--- config.mk ---
export PLATFORM = sky130hd
export DESIGN_NAME = sr_flop_bank
export DESIGN_NICKNAME = d
export VERILOG_FILES = /design/src/rtl/sr_pkg.sv /design/src/rtl/sr_sync.sv /design/src/rtl/sr_flop_bank.sv
export SDC_FILE = /design/constraint.sdc
export NUM_CORES = 1
export LEC_CHECK = 0
export ABC_CLOCK_PERIOD_IN_PS = 2100
export CAP_MARGIN = 20
export CELL_PAD_IN_SITES_DETAIL_PLACEMENT = 0
export CELL_PAD_IN_SITES_GLOBAL_PLACEMENT = 1
export CORE_UTILIZATION = 35
export DETAILED_ROUTE_END_ITERATION = 7
export HOLD_SLACK_MARGIN = 0.02
export PLACE_DENSITY = 0.8
export RECOVER_POWER = 50
export SYNTH_ARGS = -nofsm -noshare
export SYNTH_HDL_FRONTEND = slang
export SYNTH_SLANG_ARGS = --single-unit
--- constraint.sdc ---
create_clock -name clk -period 2.1 [get_ports clk]
set_clock_uncertainty 0.1 [all_clocks]
set_input_delay 0.315 -clock clk [delete_from_list [all_inputs] [get_ports clk]]
set_output_delay 0.315 -clock clk [all_outputs]
set_load 0.02 [all_outputs]
--- src/rtl/sr_pkg.sv ---
// Shared types and helpers for the clocked SR flop bank.
package sr_pkg;

   localparam int SR_MODE_W = 2;

   typedef enum logic [SR_MODE_W-1:0] {
      SR_HOLD       = 2'd0,
      SR_SET_WINS   = 2'd1,
      SR_RESET_WINS = 2'd2,
      SR_TOGGLE     = 2'd3
   } sr_mode_e;

   // Next state of one channel; the mode only matters when set and reset collide.
   function automatic logic sr_next(input logic q, input logic s, input logic r,
                                    input sr_mode_e mode);
      logic nxt;
      if (s && !r) begin
         nxt = 1'b1;
      end else if (!s && r) begin
         nxt = 1'b0;
      end else if (!s && !r) begin
         nxt = q;
      end else begin
         case (mode)
            SR_HOLD:       nxt = q;
            SR_SET_WINS:   nxt = 1'b1;
            SR_RESET_WINS: nxt = 1'b0;
            SR_TOGGLE:     nxt = ~q;
            default:       nxt = q;
         endcase
      end
      return nxt;
   endfunction

endpackage

--- src/rtl/sr_sync.sv ---
// N-bit, DEPTH-stage flop synchroniser; collapses to plain wires when DEPTH is 0.
module sr_sync #(
   parameter int N     = 8,
   parameter int DEPTH = 2
) (
   input  logic         clk,
   input  logic         rst,
   input  logic [N-1:0] d,
   output logic [N-1:0] q
);

   generate
      if (DEPTH == 0) begin : g_bypass
         assign q = d;
      end else begin : g_chain
         logic [N-1:0] stage_r [DEPTH];

         // Shift chain; every stage clears on reset so in-flight requests are dropped.
         always_ff @(posedge clk or posedge rst) begin
            if (rst) begin
               for (int k = 0; k < DEPTH; k++) begin
                  stage_r[k] <= {N{1'b0}};
               end
            end else begin
               stage_r[0] <= d;
               for (int k = 1; k < DEPTH; k++) begin
                  stage_r[k] <= stage_r[k-1];
               end
            end
         end

         assign q = stage_r[DEPTH-1];
      end
   endgenerate

endmodule

--- src/rtl/sr_flop_bank.sv ---
// Bank of WIDTH clocked SR channels with optional input synchronisers,
// selectable S=R=1 rule, change pulses and sticky conflict flags.
module sr_flop_bank
   import sr_pkg::*;
#(
   parameter int               WIDTH       = 8,
   parameter int               SYNC_STAGES = 2,
   parameter logic [WIDTH-1:0] INIT        = {WIDTH{1'b0}}
) (
   input  logic                 clk,
   input  logic                 rst,
   input  logic                 en,
   input  logic [SR_MODE_W-1:0] mode,
   input  logic [WIDTH-1:0]     S,
   input  logic [WIDTH-1:0]     R,
   input  logic [WIDTH-1:0]     clr_conflict,
   output logic [WIDTH-1:0]     Q,
   output logic [WIDTH-1:0]     Qbar,
   output logic [WIDTH-1:0]     changed,
   output logic [WIDTH-1:0]     conflict
);

   logic [WIDTH-1:0] s_s;
   logic [WIDTH-1:0] r_s;
   logic [WIDTH-1:0] q_r;
   logic [WIDTH-1:0] qbar_r;
   logic [WIDTH-1:0] q_d_r;
   logic [WIDTH-1:0] changed_r;
   logic [WIDTH-1:0] conflict_r;
   logic [WIDTH-1:0] q_next_s;
   logic [WIDTH-1:0] changed_next_s;
   logic [WIDTH-1:0] conflict_next_s;
   sr_mode_e         mode_s;

   sr_sync #(.N(WIDTH), .DEPTH(SYNC_STAGES)) u_sync_s (
      .clk (clk),
      .rst (rst),
      .d   (S),
      .q   (s_s)
   );

   sr_sync #(.N(WIDTH), .DEPTH(SYNC_STAGES)) u_sync_r (
      .clk (clk),
      .rst (rst),
      .d   (R),
      .q   (r_s)
   );

   assign mode_s = sr_mode_e'(mode);

   // Per-channel next state; with en low the synchronised requests are discarded.
   always_comb begin
      q_next_s        = q_r;
      changed_next_s  = {WIDTH{1'b0}};
      conflict_next_s = conflict_r;
      if (en) begin
         for (int i = 0; i < WIDTH; i++) begin
            q_next_s[i] = sr_next(q_r[i], s_s[i], r_s[i], mode_s);
         end
         changed_next_s  = q_r ^ q_d_r;
         conflict_next_s = (s_s & r_s) | (conflict_r & ~clr_conflict);
      end else begin
         q_next_s        = q_r;
         changed_next_s  = {WIDTH{1'b0}};
         conflict_next_s = conflict_r;
      end
   end

   // State and flag registers; q_d_r mirrors Q one edge late so reset release never pulses.
   always_ff @(posedge clk or posedge rst) begin
      if (rst) begin
         q_r        <= INIT;
         qbar_r     <= ~INIT;
         q_d_r      <= INIT;
         changed_r  <= {WIDTH{1'b0}};
         conflict_r <= {WIDTH{1'b0}};
      end else begin
         q_r        <= q_next_s;
         qbar_r     <= ~q_next_s;
         q_d_r      <= q_r;
         changed_r  <= changed_next_s;
         conflict_r <= conflict_next_s;
      end
   end

   assign Q        = q_r;
   assign Qbar     = qbar_r;
   assign changed  = changed_r;
   assign conflict = conflict_r;

endmodule

Figure 1. Signal metal coverage by tile.
The bar under the picture is 20 µm long. 17 x 17 tiles, from dark purple (low) to yellow (high), scaled to the fullest tile. Values are wire area over tile area, all layers added.
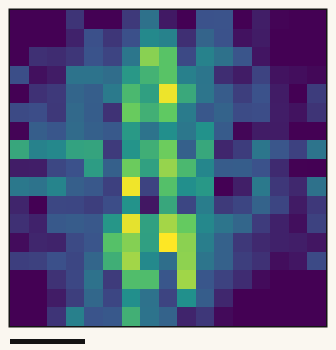
- fullest tile: 0.34
- mean over tiles: 0.092
- tiles over half the peak: 17%
- emptiest ninth of the die: lower right
- nearly empty tiles: 17%
Vias: 1,450
Routed WL: 4140 µm
gr usage total: 13.2%

Figure 2. Port wiring.
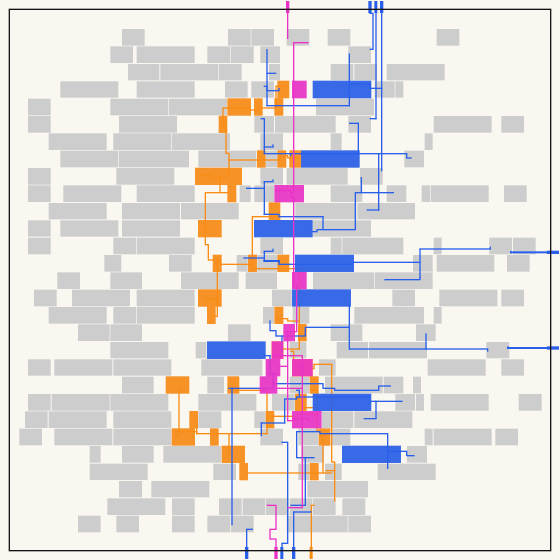
- mode: magenta (bits 2; direction input; end cells 11; buffers 2; wire 124 µm)
- Q: blue (bits 8; direction output; end cells 8; buffers 8; wire 459 µm)
- en: orange (bits 1; direction input; end cells 34; buffers 3; wire 241 µm)

Figure 3. Sizing map.
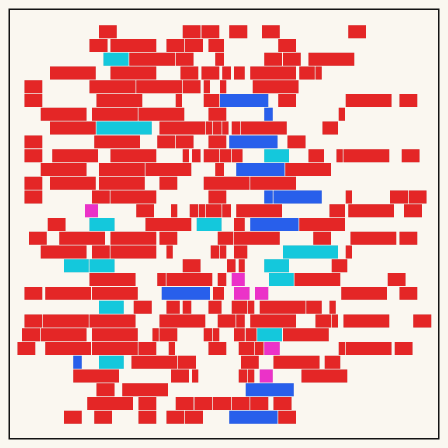
- drive 6 and up: cyan (cells 13; share 5.5%; most used clkbuf_8)
- drive 3 to 4: magenta (cells 6; share 2.6%; most used buf_4)
- drive 2: blue (cells 11; share 4.7%; most used dfstp_2)
- drive 1 or less: red (cells 205; share 87%; most used dfrtp_1)
fin area: 0.00330 mm²
Non-Clock Buffer Count: 64
synth-to-layout area growth: 38.4%
Final WS setup: 0.225 ns

Figure 4. Routing congestion map.
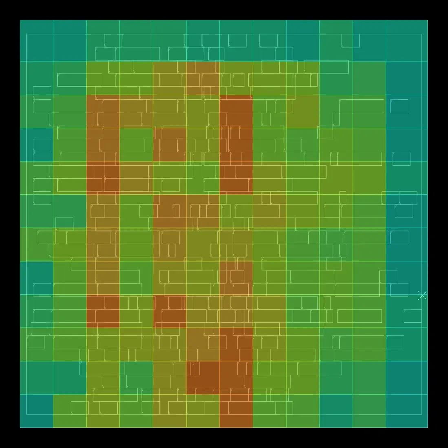
met2 usage: 20.5%
M3 GR Usage: 3.74%
WL/cell: 13.3 µm
met1 usage: 16.0%

Figure 5. Placed cells, one colour a class.
The bar under the picture is 20 µm long.
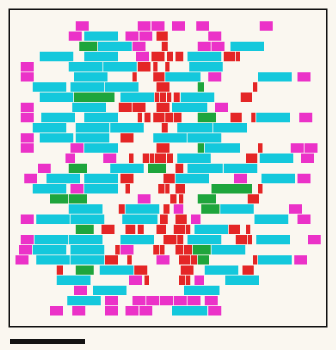
- other buffers and delay cells: magenta (cells 64; share of their area 20%)
- clock drivers and dummy loads: green (cells 16; share of their area 7.2%)
- flip-flops: cyan (cells 72; share of their area 57%)
- all other logic: red (cells 83; share of their area 17%)

==> results.json <==
{
  "outcome": "complete, but fails checks",
  "violations": "design-rule violations",
  "drt-pass1-iter-count": 6,
  "reg2reg_slack_ns": 0.95,
  "hold_depth": 0,
  "die-area_mm2": 0.00714,
  "top_layer": "met4",
  "drv_slew": 0,
  "top_area_share_pct": 67.2,
  "fa_ha_area_share_pct": 0,
  "synth-edff-count": 0,
  "place.gp.congestion": 0.769,
  "cts.htree.levels": 3,
  "cts_setup_buffers": 0,
  "fp_util_pct": 36.9,
  "core-area_mm2": 0.00646,
  "wl_met3_um": 212,
  "yosysWarnings": 0,
  "worst_pin_slew_ns": 0.774,
  "hold_buffers": 0,
  "largest_area_cell": "dfrtp_1",
  "finalSetupTns_ns": 0,
  "grt-ovfl-total": 0,
  "crit_path_end_kind": "output pin",
  "drc_errors": 1,
  "combGateArea_um2": 522,
  "cp.depth": 1,
  "period_used_pct": 89.3,
  "synth_cell_type_count": 23,
  "antenna_found_initial": 0,
  "fill_cells": 583,
  "hold_end": "u_sync_s.q[7]$_DFF_PP0_",
  "warnings": 26,
  "setup_viol": 0,
  "ys_top_cells_by_area": "dfrtp_1 (67%), dfstp_2 (8.8%), a32o_1 (3.4%), a21oi_1 (3.1%), xnor2_1 (2.9%)",
  "ios": 61,
  "hp-start": "u_sync_s.g_chain.stage_r[15]$_DFF_PP0_",
  "cts_buffer_depth": 2,
  "die_w_um": 84.5,
  "cp_top_family": "buffers and inverters",
  "wl_met1_um": 1800,
  "root_buffer": "clkbuf_8",
  "top_cells_by_count": "dfrtp_1 (64), a21oi_1 (15), nand2_1 (15)"
}
layout make-up:
cell class	instances	area share, %
clock buffers	11	4.59
clock inverters	5	2.39
inverters	2	0.265
multi-input cells	81	15.8
flip-flops and latches	72	54.9
well taps	77	2.92
repair buffers	64	19.1
where the power goes:
part	switching (mW)	internal [mW]
clock network	0.480	0.732
logic	0.267	0.293
registers	0.100	1.55
total	0.847	2.58
per-stage QoR:
stage          cells  setup slack (ns)  cell area [µm²]  total power, mW  hold WS, ns
6_report         312             0.225             3300             3.42        0.249
5_1_grt          312             0.113             3300             3.59        0.257
4_1_cts          312             0.198             3310             3.48        0.190
3_5_place_dp     296             0.367             3080             2.26        0.235
3_3_place_gp     296             0.399             3080             2.24        0.234
2_1_floorplan    160             0.894             2390             1.96        0.231
Power figures rest on the tool's default switching activity, not on a simulated workload.
